==> run_1/placement.png <==
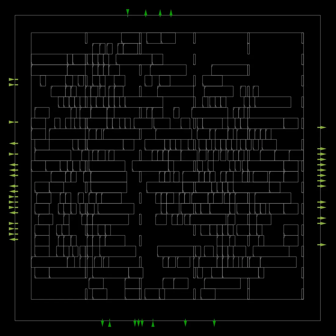
==> run_1/placement_by_type.png <==
Bar = 20 microns. Fill, decap, tap and diode cells in grey.
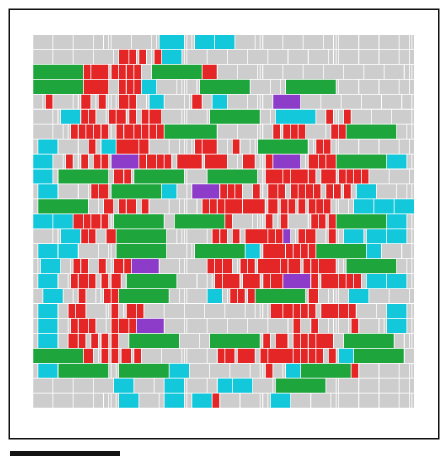
==> run_1/wires.png <==
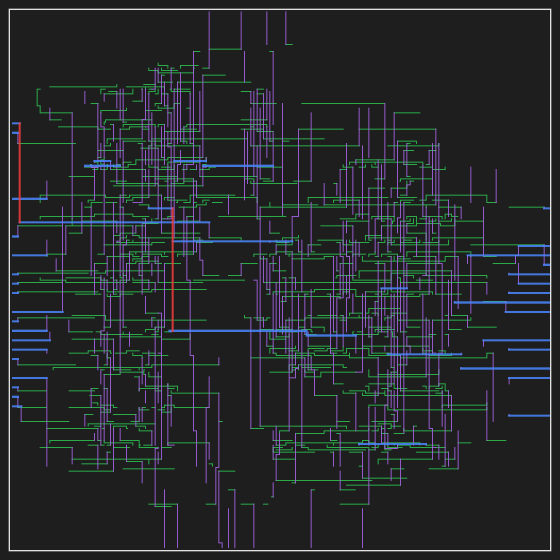
File: src/rtl/dcls_fault_manager.sv
// Fault manager behind the DCLS lockstep comparator.
// It blanks, filters for persistence and latches diagnostics for raw mismatches.
module dcls_fault_manager #(
   parameter int NUM_SIGNALS    = 8,
   parameter int PERSIST_CYCLES = 2,
   parameter int BLANK_CYCLES   = 4,
   parameter int CNT_WIDTH      = 16
) (
   input  logic                   clk,
   input  logic                   rst,
   input  logic                   cmp_error,
   input  logic [NUM_SIGNALS-1:0] cmp_vector,
   input  logic                   err_clear,
   input  logic                   err_inject,
   output logic                   fault_alarm,
   output logic                   fault_irq,
   output logic [1:0]             fault_state,
   output logic [NUM_SIGNALS-1:0] fault_sticky,
   output logic [(NUM_SIGNALS > 1 ? $clog2(NUM_SIGNALS) : 1)-1:0] first_fault_idx,
   output logic [CNT_WIDTH-1:0]   mismatch_count
);

   localparam int IW = (NUM_SIGNALS > 1) ? $clog2(NUM_SIGNALS) : 1;
   localparam int BW = $clog2(BLANK_CYCLES + 1);
   localparam int PW = $clog2(PERSIST_CYCLES + 1);
   localparam logic [BW-1:0]        BLANK_LAST  = BW'(BLANK_CYCLES - 1);
   localparam logic [PW-1:0]        PERSIST_TGT = PW'(PERSIST_CYCLES);
   localparam logic [CNT_WIDTH-1:0] CNT_MAX     = {CNT_WIDTH{1'b1}};

   typedef enum logic [1:0] {
      S_BLANK   = 2'b00,
      S_MONITOR = 2'b01,
      S_PENDING = 2'b10,
      S_FAULT   = 2'b11
   } state_t;

   state_t                 state, state_nxt;
   logic [BW-1:0]          blank_cnt, blank_cnt_nxt;
   logic [PW-1:0]          persist_cnt, persist_cnt_nxt;
   logic                   eff_err;
   logic [NUM_SIGNALS-1:0] eff_vec;
   logic [IW-1:0]          low_idx;
   logic                   fault_entry;

   always_comb begin
      eff_err    = cmp_error | err_inject;
      eff_vec    = cmp_vector;
      eff_vec[0] = cmp_vector[0] | err_inject;
   end

   // Lowest set bit wins: scan downwards so the last hit is the smallest index.
   always_comb begin
      low_idx = '0;
      for (int i = NUM_SIGNALS - 1; i >= 0; i--) begin
         if (eff_vec[i]) low_idx = IW'(i);
      end
   end

   always_ff @(posedge clk or posedge rst) begin
      if (rst) begin
         state       <= S_BLANK;
         blank_cnt   <= '0;
         persist_cnt <= '0;
      end else begin
         state       <= state_nxt;
         blank_cnt   <= blank_cnt_nxt;
         persist_cnt <= persist_cnt_nxt;
      end
   end

   always_comb begin
      state_nxt       = state;
      blank_cnt_nxt   = blank_cnt;
      persist_cnt_nxt = persist_cnt;
      if (err_clear) begin
         state_nxt       = S_BLANK;
         blank_cnt_nxt   = '0;
         persist_cnt_nxt = '0;
      end else begin
         unique case (state)
            S_BLANK: begin
               if (blank_cnt == BLANK_LAST) begin
                  state_nxt     = S_MONITOR;
                  blank_cnt_nxt = '0;
               end else begin
                  blank_cnt_nxt = blank_cnt + 1'b1;
               end
            end
            S_MONITOR: begin
               if (eff_err) begin
                  persist_cnt_nxt = PW'(1);
                  state_nxt       = (PERSIST_CYCLES == 1) ? S_FAULT : S_PENDING;
               end
            end
            S_PENDING: begin
               if (eff_err) begin
                  persist_cnt_nxt = persist_cnt + 1'b1;
                  if (persist_cnt_nxt == PERSIST_TGT) state_nxt = S_FAULT;
               end else begin
                  persist_cnt_nxt = '0;
                  state_nxt       = S_MONITOR;
               end
            end
            S_FAULT: state_nxt = S_FAULT;
            default: state_nxt = S_BLANK;
         endcase
      end
   end

   assign fault_entry = (state_nxt == S_FAULT) && (state != S_FAULT);

   // Diagnostics; the lifetime counter survives err_clear and only rst zeroes it.
   always_ff @(posedge clk or posedge rst) begin
      if (rst) begin
         fault_irq       <= 1'b0;
         fault_sticky    <= '0;
         first_fault_idx <= '0;
         mismatch_count  <= '0;
      end else begin
         fault_irq <= fault_entry;
         if (err_clear) begin
            fault_sticky    <= '0;
            first_fault_idx <= '0;
         end else begin
            if (state != S_BLANK) fault_sticky <= fault_sticky | eff_vec;
            if (fault_entry)      first_fault_idx <= low_idx;
         end
         if ((state != S_BLANK) && eff_err && (mismatch_count != CNT_MAX))
            mismatch_count <= mismatch_count + 1'b1;
      end
   end

   assign fault_alarm = (state == S_FAULT);
   assign fault_state = state;

endmodule

File: config.mk
export PLATFORM = sky130hd
export DESIGN_NAME = dcls_fault_manager
export DESIGN_NICKNAME = d
export VERILOG_FILES = /design/src/rtl/dcls_fault_manager.sv
export SDC_FILE = /design/constraint.sdc
export NUM_CORES = 1
export LEC_CHECK = 0
export ABC_AREA = 1
export CAP_MARGIN = 20
export CORE_MARGIN = 4
export CORE_UTILIZATION = 40
export CTS_CLUSTER_DIAMETER = 50
export CTS_CLUSTER_SIZE = 16
export DETAILED_ROUTE_END_ITERATION = 8
export PLACE_DENSITY = 0.77
export SLEW_MARGIN = 0
export SYNTH_ARGS = -nofsm -noshare
export SYNTH_HDL_FRONTEND = slang
export SYNTH_SLANG_ARGS = --single-unit
File: constraint.sdc
create_clock -name clk -period 1.68 [get_ports clk]
set_input_delay 0.252 -clock clk [delete_from_list [all_inputs] [get_ports clk]]
set_output_delay 0.252 -clock clk [all_outputs]
set_load 0.01 [all_outputs]
==> notes.md, run 1 <==
Notes on the physical design

The overall routed net length is 4.37 mm. The total congestion overflow is 0. The warning count from the yosys run is 0. The clock latency reported for the late side of the worst-skew pair is 0.29 ns. At the end of routability-driven placement, the weighted congestion stood at 0.847. The hold buffer count at CTS is 0. The worst setup path is launched from a register. The most frequent standard cell in the layout excluding fill and tap cells is sky130_fd_sc_hd__nand2_1. By instance count after routing, the leading logic cell types are sky130_fd_sc_hd__nand2_1, sky130_fd_sc_hd__clkdlybuf4s50_1, sky130_fd_sc_hd__dfrtp_1, sky130_fd_sc_hd__nor2_1, sky130_fd_sc_hd__inv_1. The number of endpoints with negative hold slack in the final report is 0.

The first global-routing pass estimated 7.86 mm of wire. Switching power as a fraction of the total was reported as 34.2%. The overall die size recorded for this design is 6070 sq um.

For reference, the critical path is launched at mismatch_count[9]. The fraction of synthesis flops using an asynchronous set or reset pin is 100%. The analysis attributes to net switching a power of 954 uW. The layout summary lists the proportion of cells stronger than drive strength 1 as 9.82%.

The stage logs contain a warning count of 26. The initial detailed-routing violation count is 95. On the critical path the data arrives at 1.34 ns.

The leading register cell type out of synthesis is sky130_fd_sc_hd__dfrtp_1. According to the floorplan report, the die width is 77.9 microns. The slowest stage of the critical path is the sky130_fd_sc_hd__clkdlybuf4s50_1 cell.

The tightest hold path in the finished design has a slack of 0.354 ns. Walking the worst path, the cells encountered are buf_4 -> clkdlybuf4s50_1. In this run the standard cell core region covers 4720 sq um.

In this run the power density over the cells is 1050 nW/um^2. Setup repair after global routing left no endpoint under its margin. The clock network fraction of design power is 24.3%. The final period demand of the worst path is 1.59 ns.

Per the run report, area growth between synthesis and finish was 35.5%. The final number of max-transition violations is 0. Headroom to the max-slew limit came out at 70.4%. The Yosys chip area is 1950 sq um. The number of antenna violations at the first check in global routing is 0.

The startpoint identified for the worst register-to-register timing path is mismatch_count[0]. The share of the core area taken by cells at floorplan is 41.4%. Per the detail_route report, routed wire per instance is 11.1 microns.

The post-synthesis cell area is 1950 sq um. The cell-internal power is 1.84 mW. The standby leakage power is 1.30 nW. The clock tree from TritonCTS is built. The maximum fanout count along the critical path is 4.

The post-synthesis instance total is 266. Nets still carrying antenna violations after routing amount to 0. A synthesized cell averages 7.35 sq um. The first-pass iteration count of the detailed router is 4. The flow ran to the end, and the final reports show no timing, DRC or antenna violations. The total DRC errors in the routed layout is 0. The register share after synthesis is 44.8%.

The flow reports that combinational logic draws 36.9% of the design power. The clock tree root buffer cell is sky130_fd_sc_hd__clkbuf_8. Per the synthesis report, the number of distinct cell types is 24. The post-layout worst setup margin is 0.0853 ns. The post-detailed-placement half-perimeter wirelength is 3.23 mm. The via count is 1,817.

Per the OpenROAD floorplan log, the height of the die is 77.9 microns. STA classifies the critical path endpoint as an output port. The H-tree depth reported by CTS is 2.

Global routing used 16.1% of the available tracks across all layers. The number of synthesized flops with an enable pin is 0. Yosys stat counts 266 cells in the synthesized netlist. The detail-routed via count per cell is 4.62.

The reported max-cap violation count is 0. The critical setup path kind is register to output port. In the final timing run, aggregate negative setup slack is 0 ns. The critical path required time is 1.43 ns. Entering global routing, the biggest net connects 36 pins. The worst VDD IR drop from the latest analysis is 0.000539 V.

CTS reports a maximum clock tree buffer depth of 2. In this design, the largest share of critical-path delay is due to buffers and inverters. The number of failing setup endpoints in the final timing report is 0. The count of pins on the block boundary is 44.

The highest clock rate is 0.627 GHz. The final net count is 341. Setup slack on the worst path after placement came out at 0.0747 ns.

At floorplan, the net count of the design was reported as 282. In the final run the clock tree shows a worst skew of 0.00836 ns. The sequential power share is 38.8%. The critical path's largest stage delay is 0.53 ns. For this run, the script counts the antenna cells in the layout as 0. The clock edge transition at the registers on the reported setup and hold paths is 0.07 ns. The path type of the worst min-delay path is primary input to asynchronous set/reset pin. CTS saw 35 sinks.
-- placement.png (at the start) --
fraction of the core area covered by cells at the end of the flow: 56.1%
number of fill cells: 424
fin cells: 393
fraction of area in registers: 33.1%
cell row count: 25

-- placement_by_type.png (at the start) --
[red] combinational and other logic | cells: 228 | share of their area: 41%
[purple] clock drivers and dummy loads | cells: 8 | share of their area: 3.9%
[green] sequential cells | cells: 35 | share of their area: 34%
[cyan] remaining buffers and delay cells | cells: 55 | share of their area: 21%

-- wires.png (at the start) --
[green] metal 1 | wire length: 2,030 microns
[blue] metal 3 | wire length: 259 microns
[purple] metal 2 | wire length: 2,050 microns
[red] metal 4 | wire length: 32.0 microns

==> run 1: synthesized netlist by cell type, drive strengths merged, types with 2 or more instances <==
cell type | count | area share (%)
xor2 | 3 | 1.3
nor2 | 37 | 8.8
buf | 2 | 1.2
xnor2 | 7 | 3.1
ha | 3 | 1.9
inv | 30 | 5.9
nand2 | 107 | 22
a21oi | 2 | 0.51
o21ai | 15 | 3.8
dfrtp | 35 | 45
a211oi | 2 | 0.77
nand3 | 17 | 4.4
==> run 1: sequential cells by signal, summed over array words and instances (netlist names) <==
signal	flops
mismatch_count	16
fault_state	2
blank_cnt	3
fault_irq	1
persist_cnt	2
fault_sticky	8
first_fault_idx	3
==> run 1: worst reg2reg max path, cell delays in order (launching register included) <==
cell                      delay, ns
sky130_fd_sc_hd__dfrtp_1       0.36
sky130_fd_sc_hd__ha_1          0.22
sky130_fd_sc_hd__inv_1         0.09
sky130_fd_sc_hd__nor2_4        0.14
sky130_fd_sc_hd__nand2_4       0.07
sky130_fd_sc_hd__nor2_4        0.08
sky130_fd_sc_hd__nand2_2       0.06
sky130_fd_sc_hd__nand2_4       0.13
sky130_fd_sc_hd__inv_4         0.10
sky130_fd_sc_hd__nand2_1       0.08
sky130_fd_sc_hd__nand2_1       0.04
==> run 1: power groups by stage <==
stage	registers, mW	logic [mW]	clock network [mW]
after floorplan	1.16	0.502	0
after global placement	1.11	0.980	0
after detailed placement	1.11	0.994	0
after CTS	1.08	1.04	0.693
after global routing	1.11	1.16	0.741
final	1.08	1.03	0.680
==> run 1: logic make-up after synthesis <==
group                      after synthesis  share of synthesized area, %
and+or+nand+nor                        164                          35.8
buffers and inverters                   34                          7.43
DFF                                     35                          44.8
adders and majority gates                3                          1.92
xor gates and xnor gates                10                          4.48
AOI/OAI and AO/OA                       20                          5.57
==> run 1: final timing paths <==
| path | to | slack, ns | cells after the start |
|---|---|---|---|
| setup / recovery | mismatch_count[9] | 0.09 | 2 |
| hold / removal | mismatch_count[1] | 0.35 | 3 |
| setup reg to reg | mismatch_count[12] | 0.18 | 10 |
| hold reg to reg | fault_sticky[5] | 0.48 | 2 |
| max in group asynchronous | fault_state[1] | 0.98 | 3 |
| min in group clk | fault_sticky[5] | 0.48 | 2 |
==> run 1: through the flow <==
step	cell area, sq um	util (%)	instances	total power [mW]
3_3_place_gp	2520	53.4	382	2.09
3_5_place_dp	2520	53.4	382	2.10
2_1_floorplan	1950	-	266	1.66
4_1_cts	2650	56.0	393	2.82
5_1_grt	2650	56.1	393	3.00
6_report	2650	56.1	393	2.79
==> run 1: per-layer routing <==
metal	global-route usage, %	vias to the layer above	part of all wire (%)	routed length [microns]
li1	-	937	-	-
met1	20.8	824	46	2030
met2	26.5	51	47	2050
met3	5.45	5	5.9	258
met4	3.15	0	0.71	31
met5	0	-	0	0
==> run 1: area by class of cell <==
cell class,count,area [sq um]
clock buffers,8,100
fillers,424,2070
inverters,31,119
multi-input cells,197,933
flip-flops and latches,35,877
well taps,67,83.8
repair buffers,55,536
==> run 1: timing repair <==
item / 4_1_cts / 5_1_grt
setup endpoints to repair: 1 / 1
setup buffers: 3 / 0
resized: 1 / 1
==> run_1/metal_density.png <==
16 x 16 tiles, from black (low) to pale yellow (high), scaled to the fullest tile. Values are wire area over tile area, all layers added.
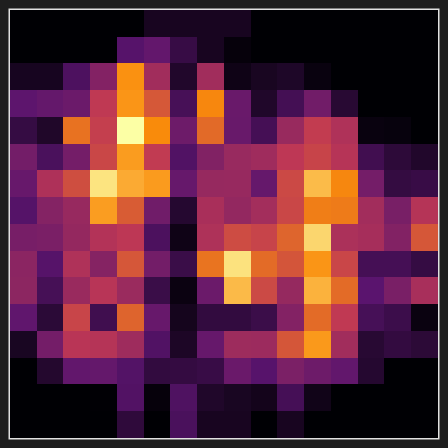

## Run 2: what changed since run 1
- ABC_AREA: 1 -> 0
- PLACE_DENSITY: 0.77 -> 0.78
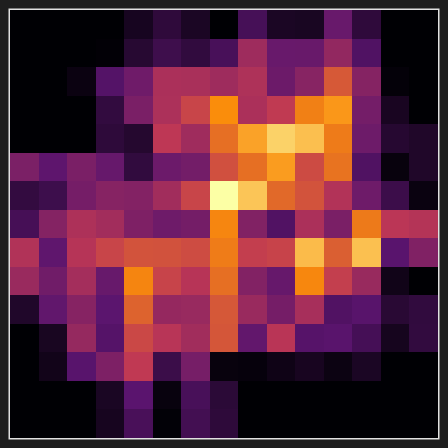
(run_2/metal_density.png)
15 x 15 tiles, from black (low) to pale yellow (high), scaled to the fullest tile. Values are wire area over tile area, all layers added.
mean over tiles: 0.12
fullest tile: 0.42
densest ninth of the die: centre
tiles over half the peak: 20%
emptiest ninth of the die: north-west
nearly empty tiles: 23%

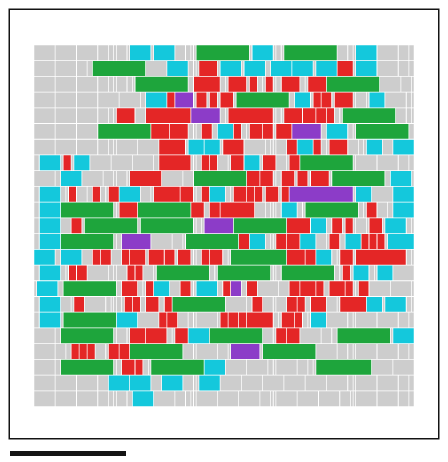
(run_2/placement_by_type.png)
Bar = 20 microns. Fill, decap, tap and diode cells in grey.
fraction of area in registers: 35.1%
fraction of the core area covered by cells at the end of the flow: 60.8%
core area: 4120 sq um
final instance area: 2500 sq um
cell row count: 23

==> run 2 against run 1 <==
  * Sequential share of layout area grew 2.0 points
  * Wire length shrank 6.6%
  * Count of clock-buffer cells in the layout shrank 3
  * Worst hold slack gained 0.0051 ns
  * Setup slack lost 0.015 ns
  * Utilization grew 4.7 points
  * Critical path type unchanged
  * Largest cell class is now registers
  * Highest routed layer unchanged
==> notes.md, run 2 <==
Notes on the physical design

The number of failing setup endpoints in the final timing report is 0. The number of antenna violations at the first check in global routing is 0. The distinct cell type count of the synthesized netlist is 43. The highest clock rate is 0.621 GHz.

The number of clock sinks is 35. The Yosys chip area is 1740 sq um. The via count is 1,482. The post-route netlist has 18.6% of its cells at a drive strength greater than 1. After synthesis, the cell types taking the most area are sky130_fd_sc_hd__dfrtp_1, sky130_fd_sc_hd__a21oi_1, sky130_fd_sc_hd__nor2_1. The global routing usage on met1 is 22.5%. The cell sequence reported for the critical path is buf_4 -> clkdlybuf4s50_1. The clock latency reported for the late side of the worst-skew pair is 0.29 ns.

The post-route clock skew is 0.00242 ns. The slew check shows that the tightest pin keeps a relative margin of 70.1%. The number of nets in the synthesized netlist is 191.

The path type of the worst min-delay path is primary input to asynchronous set/reset pin. Between the synthesized netlist and the finished layout, the area growth was recorded as 43.5%. The area of the die is 5480 sq um.

The critical path in this run is classified as register to output port. The synthesized design contains 0 enable-type register cells. The minimum setup slack after placement is -0.211 ns.

Counting instances in the post-synthesis netlist gives the leading cell types as sky130_fd_sc_hd__dfrtp_1, sky130_fd_sc_hd__nor2_1, sky130_fd_sc_hd__a21oi_1. The flow ran to the end, and the final reports show no timing, DRC or antenna violations. The worst VDD IR drop from the latest analysis is 0.000873 V. The horizontal extent of the die is 74.0 microns. Looking at the worst setup and hold paths, the clock pins of their registers show a slew of 0.07 ns. The hold buffer count at CTS is 0. The fraction of synthesis flops using an asynchronous set or reset pin is 100%. The number of antenna-violating nets in the routed design is 0. The total tool warning count is 27. STA classifies the critical path endpoint as an output port. The most heavily used metal layer in global routing is met2. The first detailed-routing pass ran for 4 iterations. After its last routability iteration, the placer logged a weighted congestion of 0.867. Setup repair after global routing could not meet its margin everywhere. STA shows the worst reg2reg path with a cell count of 5. After detailed routing, the average wire length per cell comes to 14.0 microns. The final period demand of the worst path is 1.61 ns.

The register with the most flip-flops in the final layout is mismatch_count. The synthesis log from Yosys contains 0 warnings. The first global-routing pass estimated 6.91 mm of wire. In this run the critical register-to-register path is launched from fault_state[1]. The mapped netlist covers 1740 sq um.

The count of instantiated cells in the yosys netlist is 175. Data on the critical path arrives at its endpoint at 1.36 ns. The buffer depth of the longest clock path is 2.

Routing resource usage on met2 recorded by global route was 25.1%. In the final report, the number of hold violations comes to 0. The total congestion overflow is 0. The detailed placer reported the number of placed instances as 280.
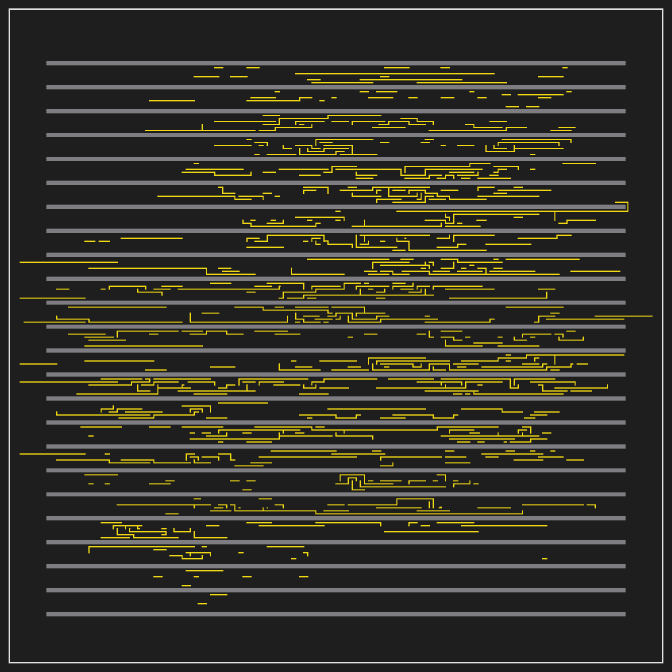
(run_2/layer_met1.png)
Supply wires on this layer in grey.
longest straight run: 26.2 microns
wire length on this layer: 1,930 microns
main direction: horizontal
nets with wire on the layer: 219
share of all routed wire: 47%

[run 2: logic make-up (layout without fill, tap and decap cells)]
family	after synthesis	count (layout)	synth area share (%)
buffers and inverters	13	80	3.16
muxes	1	1	0.861
DFF	35	35	50.2
and+or+nand+nor	73	73	23.9
AOI/OAI and AO/OA	39	39	14.2
adders and majority gates	3	3	2.15
xor gates and xnor gates	11	11	5.52
[run 2: layout make-up]
type                            instances  area [sq um]  area share [%]
Tap cell                               50          62.6            2.50
Inverter                                7          26.3            1.05
Multi-Input combinational cell        127           825            33.0
Clock buffer                            5          68.8            2.75
Clock inverter                          3          43.8            1.75
Timing Repair Buffer                   65           598            23.9
Sequential cell                        35           878            35.1
[run 2: repair_timing]
item | 4_1_cts | 5_1_grt
resized | 2 | 3
buffers inserted | 1 | 3
pin swaps | 0 | 1
endpoints found under the setup margin | 2 | 8
[run 2: report_power, final]
part	internal (mW)	total (mW)	switching (mW)
clock network	0.441	0.752	0.311
registers	1.00	1.13	0.124
logic	0.623	1.16	0.534
[run 2: worst max-delay path by stage]
stage                           start            endpoint  slack [ns]  cells past startpoint
detailed placement          cmp_error   mismatch_count[8]       -0.21                      5
floorplan           mismatch_count[0]  mismatch_count[15]        0.01                      5
global placement            cmp_error  mismatch_count[13]       -0.13                      5
CTS                    fault_state[0]         fault_alarm        0.02                      3
global route                cmp_error  mismatch_count[13]      -0.009                      5
finish              mismatch_count[2]   mismatch_count[2]        0.07                      2
[run 2: routing by layer]
layer  wire (microns)  vias to the layer above
met4               69                        0
met3              170                        5
met5                0                        -
li1                 -                      754
met2             1910                       33
met1             1930                      690
[run 2: tightest hold or removal path: stages]
cell and delay, ns:
sky130_fd_sc_hd__clkdlybuf4s50_1 0.39, sky130_fd_sc_hd__inv_1 0.05, sky130_fd_sc_hd__buf_4 0.39
[run 2: through the flow]
stage / TNS (ns) / util (%) / hold WS, ns
2_1_floorplan: 0 / - / 0.402
3_3_place_gp: -0.716 / 56.9 / 0.479
3_5_place_dp: -1.31 / 56.9 / 0.487
4_1_cts: 0 / 59.9 / 0.371
5_1_grt: -0.00930 / 60.8 / 0.415
6_report: 0 / 60.8 / 0.359
Power is estimated from default activity; no workload was simulated.
